Figure 1. Wires at chosen ports, followed through buffers (run 1).
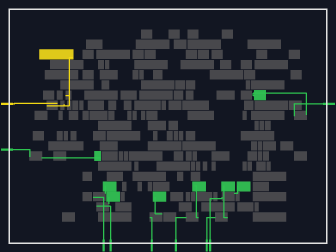
Figure 2. Drive-strength map (run 1).
Bar = 20 um.
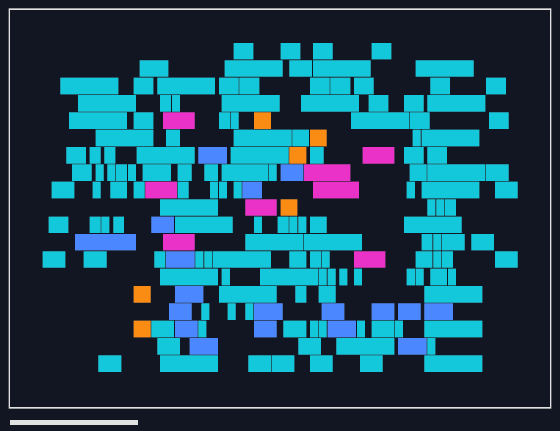
Figure 3. Wiring by layer (run 1).
Bar = 20 um.
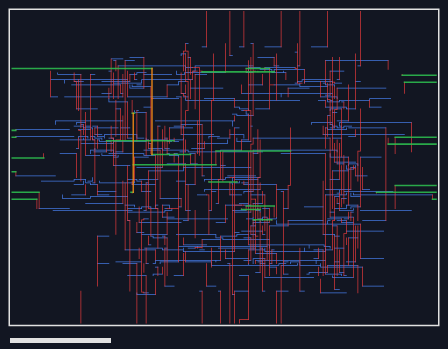
Figure 4. Sequential cells grouped by signal name (run 1).
Bar = 20 um.
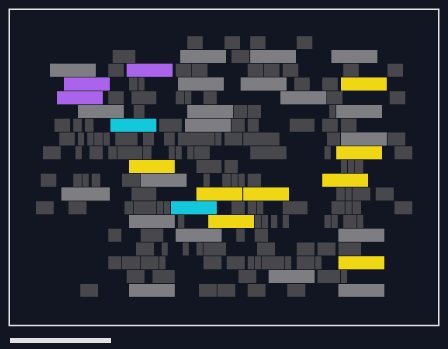
===== config.mk =====
export PLATFORM = sky130hd
export DESIGN_NAME = serial_add_nand
export DESIGN_NICKNAME = d
export VERILOG_FILES = /design/src/rtl/serial_add_nand_pkg.sv /design/src/rtl/serial_add_nand_fa_nand.sv /design/src/rtl/serial_add_nand.sv
export SDC_FILE = /design/constraint.sdc
export NUM_CORES = 1
export LEC_CHECK = 0
export ABC_CLOCK_PERIOD_IN_PS = 1500
export CORE_ASPECT_RATIO = 0.7
export CORE_MARGIN = 5
export CORE_UTILIZATION = 40
export CTS_CLUSTER_SIZE = 20
export DETAILED_ROUTE_END_ITERATION = 10
export GPL_ROUTABILITY_DRIVEN = 0
export SLEW_MARGIN = 20
export SYNTH_ARGS = -nofsm -noshare
export SYNTH_HDL_FRONTEND = slang
export SYNTH_SLANG_ARGS = --single-unit

===== constraint.sdc =====
create_clock -name clk -period 1.5 [get_ports clk]
set_input_delay 0.3 -clock clk [delete_from_list [all_inputs] [get_ports clk]]
set_output_delay 0.3 -clock clk [all_outputs]
set_load 0.02 [all_outputs]

===== src/rtl/serial_add_nand_pkg.sv =====
// Shared definitions for the bit-serial NAND adder: state encoding and counter sizing.
package serial_add_nand_pkg;

  localparam logic [1:0] S_IDLE  = 2'd0;
  localparam logic [1:0] S_SHIFT = 2'd1;
  localparam logic [1:0] S_DONE  = 2'd2;

  typedef enum logic [1:0] {
    ST_IDLE  = S_IDLE,
    ST_SHIFT = S_SHIFT,
    ST_DONE  = S_DONE
  } state_t;

  // Bit counter must hold 0..WIDTH-1 and never collapse to zero width.
  function automatic int cnt_width(input int w);
    return (w <= 1) ? 1 : $clog2(w);
  endfunction

endpackage


===== src/rtl/serial_add_nand_fa_nand.sv =====
// One-bit full adder built from nine two-input NAND gates; purely combinational.
module fa_nand (
  input  wire a,
  input  wire b,
  input  wire cin,
  output wire s,
  output wire cout
);

  wire w_n1, w_n2, w_n3, w_n4, w_n5, w_n6, w_n7;

  // First half adder: w_n4 = a ^ b, w_n1 = ~(a & b).
  nand g1 (w_n1, a, b);
  nand g2 (w_n2, a, w_n1);
  nand g3 (w_n3, b, w_n1);
  nand g4 (w_n4, w_n2, w_n3);

  // Second half adder against carry-in; carry merges both NAND'd generate terms.
  nand g5 (w_n5, w_n4, cin);
  nand g6 (w_n6, w_n4, w_n5);
  nand g7 (w_n7, cin, w_n5);
  nand g8 (s, w_n6, w_n7);
  nand g9 (cout, w_n5, w_n1);

endmodule


===== src/rtl/serial_add_nand.sv =====
// Bit-serial WIDTH-bit adder, LSB first, reusing one NAND full-adder cell per clock.
// States: IDLE = waiting for operands | SHIFT = one bit per clock | DONE = holding result.
module serial_add_nand
  import serial_add_nand_pkg::*;
#(
  parameter int WIDTH = 8
) (
  input  logic             clk,
  input  logic             rst_n,
  input  logic             in_valid,
  output logic             in_ready,
  input  logic [WIDTH-1:0] a,
  input  logic [WIDTH-1:0] b,
  output logic             out_valid,
  input  logic             out_ready,
  output logic [WIDTH-1:0] sum,
  output logic             cout
);

  localparam int             CW       = cnt_width(WIDTH);
  localparam logic [CW-1:0]  CNT_LAST = CW'(WIDTH - 1);

  state_t           r_state;
  logic [WIDTH-1:0] r_a_sh;
  logic [WIDTH-1:0] r_b_sh;
  logic [WIDTH-1:0] r_sum;
  logic [CW-1:0]    r_cnt;
  logic             r_carry;
  logic             r_cout;
  logic             r_out_valid;
  logic             r_in_ready;

  logic             w_s;
  logic             w_c_nxt;
  logic [WIDTH-1:0] w_sum_nxt;

  fa_nand u_fa (
    .a    (r_a_sh[0]),
    .b    (r_b_sh[0]),
    .cin  (r_carry),
    .s    (w_s),
    .cout (w_c_nxt)
  );

  // New sum bit enters at the MSB; written this way so WIDTH=1 needs no special case.
  assign w_sum_nxt = WIDTH'({w_s, r_sum} >> 1);

  always_ff @(posedge clk or negedge rst_n) begin
    if (!rst_n) begin
      r_state     <= ST_IDLE;
      r_a_sh      <= '0;
      r_b_sh      <= '0;
      r_sum       <= '0;
      r_cnt       <= '0;
      r_carry     <= 1'b0;
      r_cout      <= 1'b0;
      r_out_valid <= 1'b0;
      r_in_ready  <= 1'b1;
    end else begin
      case (r_state)
        ST_IDLE: begin
          if (in_valid) begin
            r_a_sh     <= a;
            r_b_sh     <= b;
            r_carry    <= 1'b0;
            r_cnt      <= '0;
            r_sum      <= '0;
            r_in_ready <= 1'b0;
            r_state    <= ST_SHIFT;
          end
        end
        ST_SHIFT: begin
          r_sum   <= w_sum_nxt;
          r_a_sh  <= r_a_sh >> 1;
          r_b_sh  <= r_b_sh >> 1;
          r_carry <= w_c_nxt;
          r_cnt   <= r_cnt + CW'(1);
          if (r_cnt == CNT_LAST) begin
            r_cout      <= w_c_nxt;
            r_out_valid <= 1'b1;
            r_state     <= ST_DONE;
          end
        end
        ST_DONE: begin
          if (out_ready) begin
            r_out_valid <= 1'b0;
            r_in_ready  <= 1'b1;
            r_state     <= ST_IDLE;
          end
        end
        default: begin
          r_out_valid <= 1'b0;
          r_in_ready  <= 1'b1;
          r_state     <= ST_IDLE;
        end
      endcase
    end
  end

  assign in_ready  = r_in_ready;
  assign out_valid = r_out_valid;
  assign sum       = r_sum;
  assign cout      = r_cout;

endmodule


==> run notes, run 1 <==
The synthesis and PnR run went through. The routed design shows a wire length per standard cell of 14.4 um. On met1, the global router reports a usage of 0.169. Power density of the placed cells landed at 2000 nW/um2. Number of H-tree levels landed at 2.

Overall global routing resource usage landed at 0.134. Synthesis area per yosys landed at 1560 um2. The top cell types in the final layout, fill and taps aside, are 32 x sky130_fd_sc_hd__dfrtp_1, 31 x sky130_fd_sc_hd__nor2_1, 19 x sky130_fd_sc_hd__clkdlybuf4s50_1. Via count of the first global-routing pass landed at 1,261.

The wire length recorded after detailed routing is 3280 um. Later-pin clock latency in the skew report landed at 0.28 ns. Number of antenna violations at the first check in global routing landed at 0. The final power report lists total power as 3.98 mW. Number of antenna repair diodes landed at 0. From the final report, the count of setup violators was given as 0. The worst path needs 1.44 ns of the cycle, external delays included. Fraction of met3 tracks used by global routing landed at 0.0423. STA classifies the critical path endpoint as an output pin. The run finished with clean final reports.

Register share after synthesis landed at 0.531. The report counts max-capacitance violations totalling 0. The wire-length estimate of the detail-placed layout is 2290 um.

Number of buffers and inverters on the critical path landed at 1. After clock tree synthesis, the flow added hold-fix buffers numbering 0. Leakage dissipation landed at 0.887 nW. Yosys attributes the largest share of cell area to sky130_fd_sc_hd__dfrtp_1 51%, sky130_fd_sc_hd__nor2_1 7.5%, sky130_fd_sc_hd__a211oi_2 6.4%. According to the timing report, the data required time at the worst endpoint equals 1.20 ns. Total standard cell area after synthesis landed at 1560 um2. Warnings raised by the tools during the run amount to 26. Total I/O pin count landed at 31.

According to the hold report, the worst path is of the in2async type. According to the floorplan report, the placeable core area is 3850 um2. The signal on the critical path passes through dlygate4sd2_1. Number of nets at floorplan landed at 165.

The flow measured a signed area growth from synthesis to layout of 27.9%. Clock tree synthesis selected as its root buffer the cell sky130_fd_sc_hd__clkbuf_8. Counting only logic cells after layout, the most numerous master is sky130_fd_sc_hd__dfrtp_1. Worst-case clock buffer depth landed at 2.

The worst setup path is launched from a register. Portion of synthesized cell area occupied by the leading cell type landed at 0.514. Actual transition at the worst max-transition pin landed at 0.386 ns. Setup repair after global routing left no endpoint under its margin.

Cell area after placement landed at 1920 um2. Global routing finished with a remaining overflow of 0. After the first detailed-routing iteration, the DRC count stood at 57. Chip area landed at 5260 um2. Among cell families on the critical path, the largest total delay comes from flip-flops. After synthesis, the netlist uses 24 different library cells. Entering global routing, the biggest net connects 38 pins. Highest ir drop seen on vdd landed at 0.918 mV. Tally of buffers added on design ports landed at 30. Met2 usage in global routing landed at 0.218. Checking max transition, the worst relative margin is 0.742. Routed via count landed at 1,192. Chip height landed at 62.2 um. Global routing put the most usage on met2.

Fmax landed at 693 MHz. DRC violation count after routing landed at 0. Die span in x landed at 84.6 um. In the synthesized netlist, the number of instances is 142.

According to the report, the first pass of detailed routing completed in 4 iterations. After detailed routing, the number of vias per cell comes to 5.23. Peak per-stage delay on the critical path landed at 0.54 ns. Final number of hold-violating endpoints landed at 0. Mean area per synthesized cell landed at 11.0 um2. Number of buffers created by CTS landed at 5. Pins over their slew limit in the final report were tallied at 0. Yosys warning tally landed at 0. The synthesis stat section lists a flop and latch total of 33.

Largest fanout on the critical path landed at 3. Wire length of the first global-routing pass landed at 5700 um. Final setup skew landed at 0.00354 ns.
Back to the opening pictures, Figure 1:
Yellow is out_valid, direction output, edge left, end cells 1, wire 33.4 um. Green is a, direction input, edge 6 bottom, 1 left, 1 right, end cells 8, wire 154 um.

Back to the opening pictures, Figure 2:
Magenta is drive 6 and up, cells 8, most used clkbuf_8. Cyan is drive 1 or less, cells 144, most used dfrtp_1. Blue is drive 2, cells 18, most used a211oi_2. Orange is drive 3 to 4, cells 6, most used buf_4.

Back to the opening pictures, Figure 3:
Red is met2, wire length 1,590 um. Orange is met4, wire length 32.6 um. Blue is met1, wire length 1,470 um. Green is met3, wire length 187 um.

Back to the opening pictures, Figure 4:
Cyan is r_state, placed flops 2. Yellow is r_b_sh, placed flops 8. Purple is r_cnt, placed flops 3.

-- run 1: routing by layer --
metal  wire length, um  share of wire
met5                 0              0
met2              1590           0.48
met1              1470           0.45
met3               186          0.057
met4                32         0.0098
-- run 1: kinds of logic (layout without fill, tap and decap cells) --
family / count (synthesis) / count (layout) / share of synthesized area
AND-OR/OR-AND: 37 / 37 / 0.201
adder cells (fa/ha/maj): 3 / 3 / 0.0289
buffers and inverters: 14 / 48 / 0.0659
flip-flops: 33 / 33 / 0.531
AND/OR/NAND/NOR: 55 / 55 / 0.174
-- run 1: cells in the mapped netlist, drive strengths merged --
master and number:
a211oi 14, a21oi 3, a22o 11, buf 11, dfrtp 32, dfstp 1, fa 1, ha 2
inv 3, nand2 5, nand2b 3, nor2 31, nor2b 1, nor3 15, o21ai 5, o21ba 1
o21bai 1, o22ai 1, o31ai 1
-- run 1: final timing paths --
check	start	to	slack [ns]	depth (start not counted)
setup / recovery	in_ready$_DFFE_PN1P_	in_ready	0.06	1
hold / removal	rst_n	r_state[1]$_DFFE_PN0P_	0.34	2
setup reg to reg	r_state[0]$_DFFE_PN0P_	r_b_sh[1]$_DFFE_PN0P_	0.18	4
hold reg to reg	sum[0]$_DFFE_PN0P_	sum[0]$_DFFE_PN0P_	0.50	1
max in group asynchronous	rst_n	sum[7]$_DFFE_PN0P_	0.82	2
min in group clk	sum[0]$_DFFE_PN0P_	sum[0]$_DFFE_PN0P_	0.50	1
-- run 1: flip-flops by register name, summed over array words and instances, names as in the netlist, 2 cells and up --
signal   flops
r_cnt        3
r_b_sh       8
r_state      2
sum          8
r_a_sh       8
-- run 1: final cells by class --
| cell class | count | area [um2] |
|---|---|---|
| multi-input combinational | 95 | 631 |
| timing repair buffer | 38 | 372 |
| inverter | 3 | 11.3 |
| sequential | 33 | 827 |
| tap | 52 | 65.1 |
| fill | 355 | 1860 |
| clock buffer | 7 | 86.3 |
-- run 1: per-stage QoR --
stage,cells,setup WS [ns]
CTS,228,0.0425
finish,228,0.0573
global route,228,0.00881
detailed placement,221,0.0320
global placement,221,0.0713
floorplan,142,0.362
-- run 1: where the power goes --
part | total (mW) | switching, mW | internal [mW] | leakage, nW
registers | 1.59 | 0.272 | 1.31 | 0.398
logic | 1.73 | 0.917 | 0.810 | 0.445
clock network | 0.666 | 0.302 | 0.364 | 0.0443
-- run 1: timing repair --
item | CTS | global route
resized | 11 | 1
setup buffers | 0 | 0
cloned | 0 | 0
setup endpoints to repair | 11 | 9
--- run 2 (diff from run 1) ---
--- a/config.mk
+++ b/config.mk
@@ -12,7 +12,9 @@
 export CTS_CLUSTER_SIZE = 20
 export DETAILED_ROUTE_END_ITERATION = 10
 export GPL_ROUTABILITY_DRIVEN = 0
+export MAX_ROUTING_LAYER = met4
 export SLEW_MARGIN = 20
 export SYNTH_ARGS = -nofsm -noshare
 export SYNTH_HDL_FRONTEND = slang
 export SYNTH_SLANG_ARGS = --single-unit
+export TNS_END_PERCENT = 20
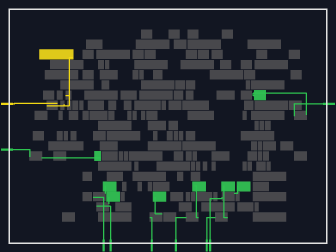
Figure 5: run 2, wires at chosen ports, followed through buffers.
Green is a, direction input, edge 6 bottom, 1 left, 1 right, end cells 8, wire 154 um. Yellow is out_valid, direction output, edge left, end cells 1, wire 33.4 um.

==> run 2 against run 1 <==
Compared with the run above: critical path depth did not move; worst setup slack barely moved; count of clock-buffer cells in the layout did not move; combinational power barely moved; register-to-register slack barely moved; core utilization did not move; final cell count did not move; global-route usage rose by 0.41 points; critical path type unchanged.
==> run notes, run 2 <==
The synthesis and PnR run went through. Via count of the first global-routing pass landed at 1,258 (-0.24%). The part of the total power dissipated in the clock network was 0.166 (about the same). In the synthesized netlist the dominant register cell turns out to be sky130_fd_sc_hd__dfrtp_1.

The number of buffers and inverters on the critical path came to 1 (unchanged). The overall global routing resource usage was 0.138 (+0.00411). The total I/O pin count was 31 (unchanged). The worst slew margin relative to its limit came to 0.745 (+0.00379). In this run the clock root is driven by a sky130_fd_sc_hd__clkbuf_8.

In the synthesized netlist, the cells that appear most often are 32 x sky130_fd_sc_hd__dfrtp_1, 31 x sky130_fd_sc_hd__nor2_1, 11 x sky130_fd_sc_hd__a22o_1. The final number of hold-violating endpoints came to 0 (unchanged). For reference, the critical path cell chain is dlygate4sd2_1. Grouping stages by cell kind, the critical path spends the most delay in flip-flops. Number of antenna repair diodes landed at 0 (unchanged). Leaving out fill and tap cells, the most frequent cells in the layout are 32 x sky130_fd_sc_hd__dfrtp_1, 31 x sky130_fd_sc_hd__nor2_1, 19 x sky130_fd_sc_hd__clkdlybuf4s50_1. STA classifies the critical path endpoint as an output pin. In the synthesized netlist, the dominant kind of combinational cell is AND-OR/OR-AND gates. Number of vias per cell after detailed routing landed at 5.24 (+0.17%).

The fill cell instance count of the final layout was 355 (unchanged). Power share of the combinational group landed at 0.435 (about the same). The area growth from synthesis to final layout is 27.9% (unchanged). The worst setup path is launched from a register.

The logic area was 631 um2 (unchanged). Minimum clock period landed at 1.44 ns (+0.000212 ns). The sequential cell fraction of total power was 0.399 (about the same). Later-pin clock latency in the skew report landed at 0.28 ns (about the same). Total length of routed wires landed at 3290 um (+0.18%). The path class of the tightest hold or removal check is in2async. The DRC violation count after routing was 0 (unchanged). Switching power landed at 1.49 mW (-0.10%). The adder-cell share of the synthesized area was 0.0289 (unchanged). The met1 usage in global routing is 0.170 (+0.000837).

Among all cell types in the netlist, the one instantiated most often is sky130_fd_sc_hd__dfrtp_1. The data required time at the worst endpoint was 1.20 ns (about the same). The number of buffers created by CTS came to 5 (unchanged). The first-pass detailed-route iteration total is 4 (unchanged).

The run finished with clean final reports. Pin count of the biggest net entering global routing landed at 38 (unchanged). The chip area is 5260 um2 (unchanged). The fraction of met3 tracks used by global routing came to 0.0423 (unchanged).
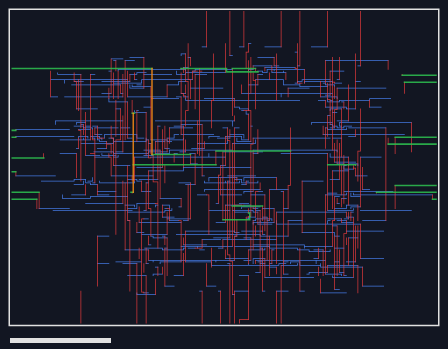
Figure 6: run 2, wiring by layer.
Bar = 20 um.
Orange is met4, wire length 32.6 um. Green is met3, wire length 175 um. Red is met2, wire length 1,580 um. Blue is met1, wire length 1,500 um.

[run 2: cell counts in the layout (fill, tap and decap cells not counted)]
No cell type changed its count.
[run 2: worst paths after layout]
check                      depth (start not counted)                    from                     end  slack (ns)
max                                                1    in_ready$_DFFE_PN1P_                in_ready        0.06
min                                                2                   rst_n  r_state[1]$_DFFE_PN0P_        0.34
max reg2reg                                        4  r_state[0]$_DFFE_PN0P_   r_b_sh[1]$_DFFE_PN0P_        0.17
min reg2reg                                        1      sum[0]$_DFFE_PN0P_      sum[0]$_DFFE_PN0P_        0.50
max in group asynchronous                          2                   rst_n   r_b_sh[6]$_DFFE_PN0P_        0.81
min in group clk                                   1      sum[0]$_DFFE_PN0P_      sum[0]$_DFFE_PN0P_        0.50
[run 2: power by group through the flow]
stage               sequential, mW  combinational, mW  clock, mW
finish                        1.59               1.73      0.662
global route                  1.65               1.92      0.716
CTS                           1.59               1.76      0.678
detailed placement            1.60               1.84          0
global placement              1.58               1.78          0
floorplan                     1.69               1.12          0
[run 2: stage by stage]
step	cell area, um2	cells	power [mW]
finish	1990	228	3.98
global route	1990	228	4.30
CTS	1990	228	4.02
detailed placement	1920	221	3.45
global placement	1920	221	3.36
floorplan	1560	142	2.81
[run 2: final cells by class]
| cell class | instances | area share |
|---|---|---|
| multi-input combinational | 95 | 0.317 |
| tap | 52 | 0.0327 |
| sequential | 33 | 0.415 |
| clock buffer | 7 | 0.0433 |
| inverter | 3 | 0.00565 |
| timing repair buffer | 38 | 0.187 |
[run 2: metal layers]
| metal | vias up | wire [um] | share of wire |
|---|---|---|---|
| met5 | - | 0 | 0 |
| met4 | 0 | 32 | 0.0097 |
| met3 | 5 | 174 | 0.053 |
| met2 | 33 | 1580 | 0.48 |
| met1 | 596 | 1500 | 0.46 |
| li1 | 560 | - | - |
[run 2: cells by family (layout without fill, tap and decap cells)]
logic type | count (synthesis) | after routing
AND/OR/NAND/NOR | 55 | 55
AND-OR/OR-AND | 37 | 37
flip-flops | 33 | 33
buffers and inverters | 14 | 48
adder cells (fa/ha/maj) | 3 | 3
[run 2: what timing repair did]
action | CTS | global route
endpoints found under the setup margin | 11 | 9
gates cloned | 0 | 0
hold buffers | 0 | 0
resized | 11 | 1
Power and IR drop assume default switching activity.
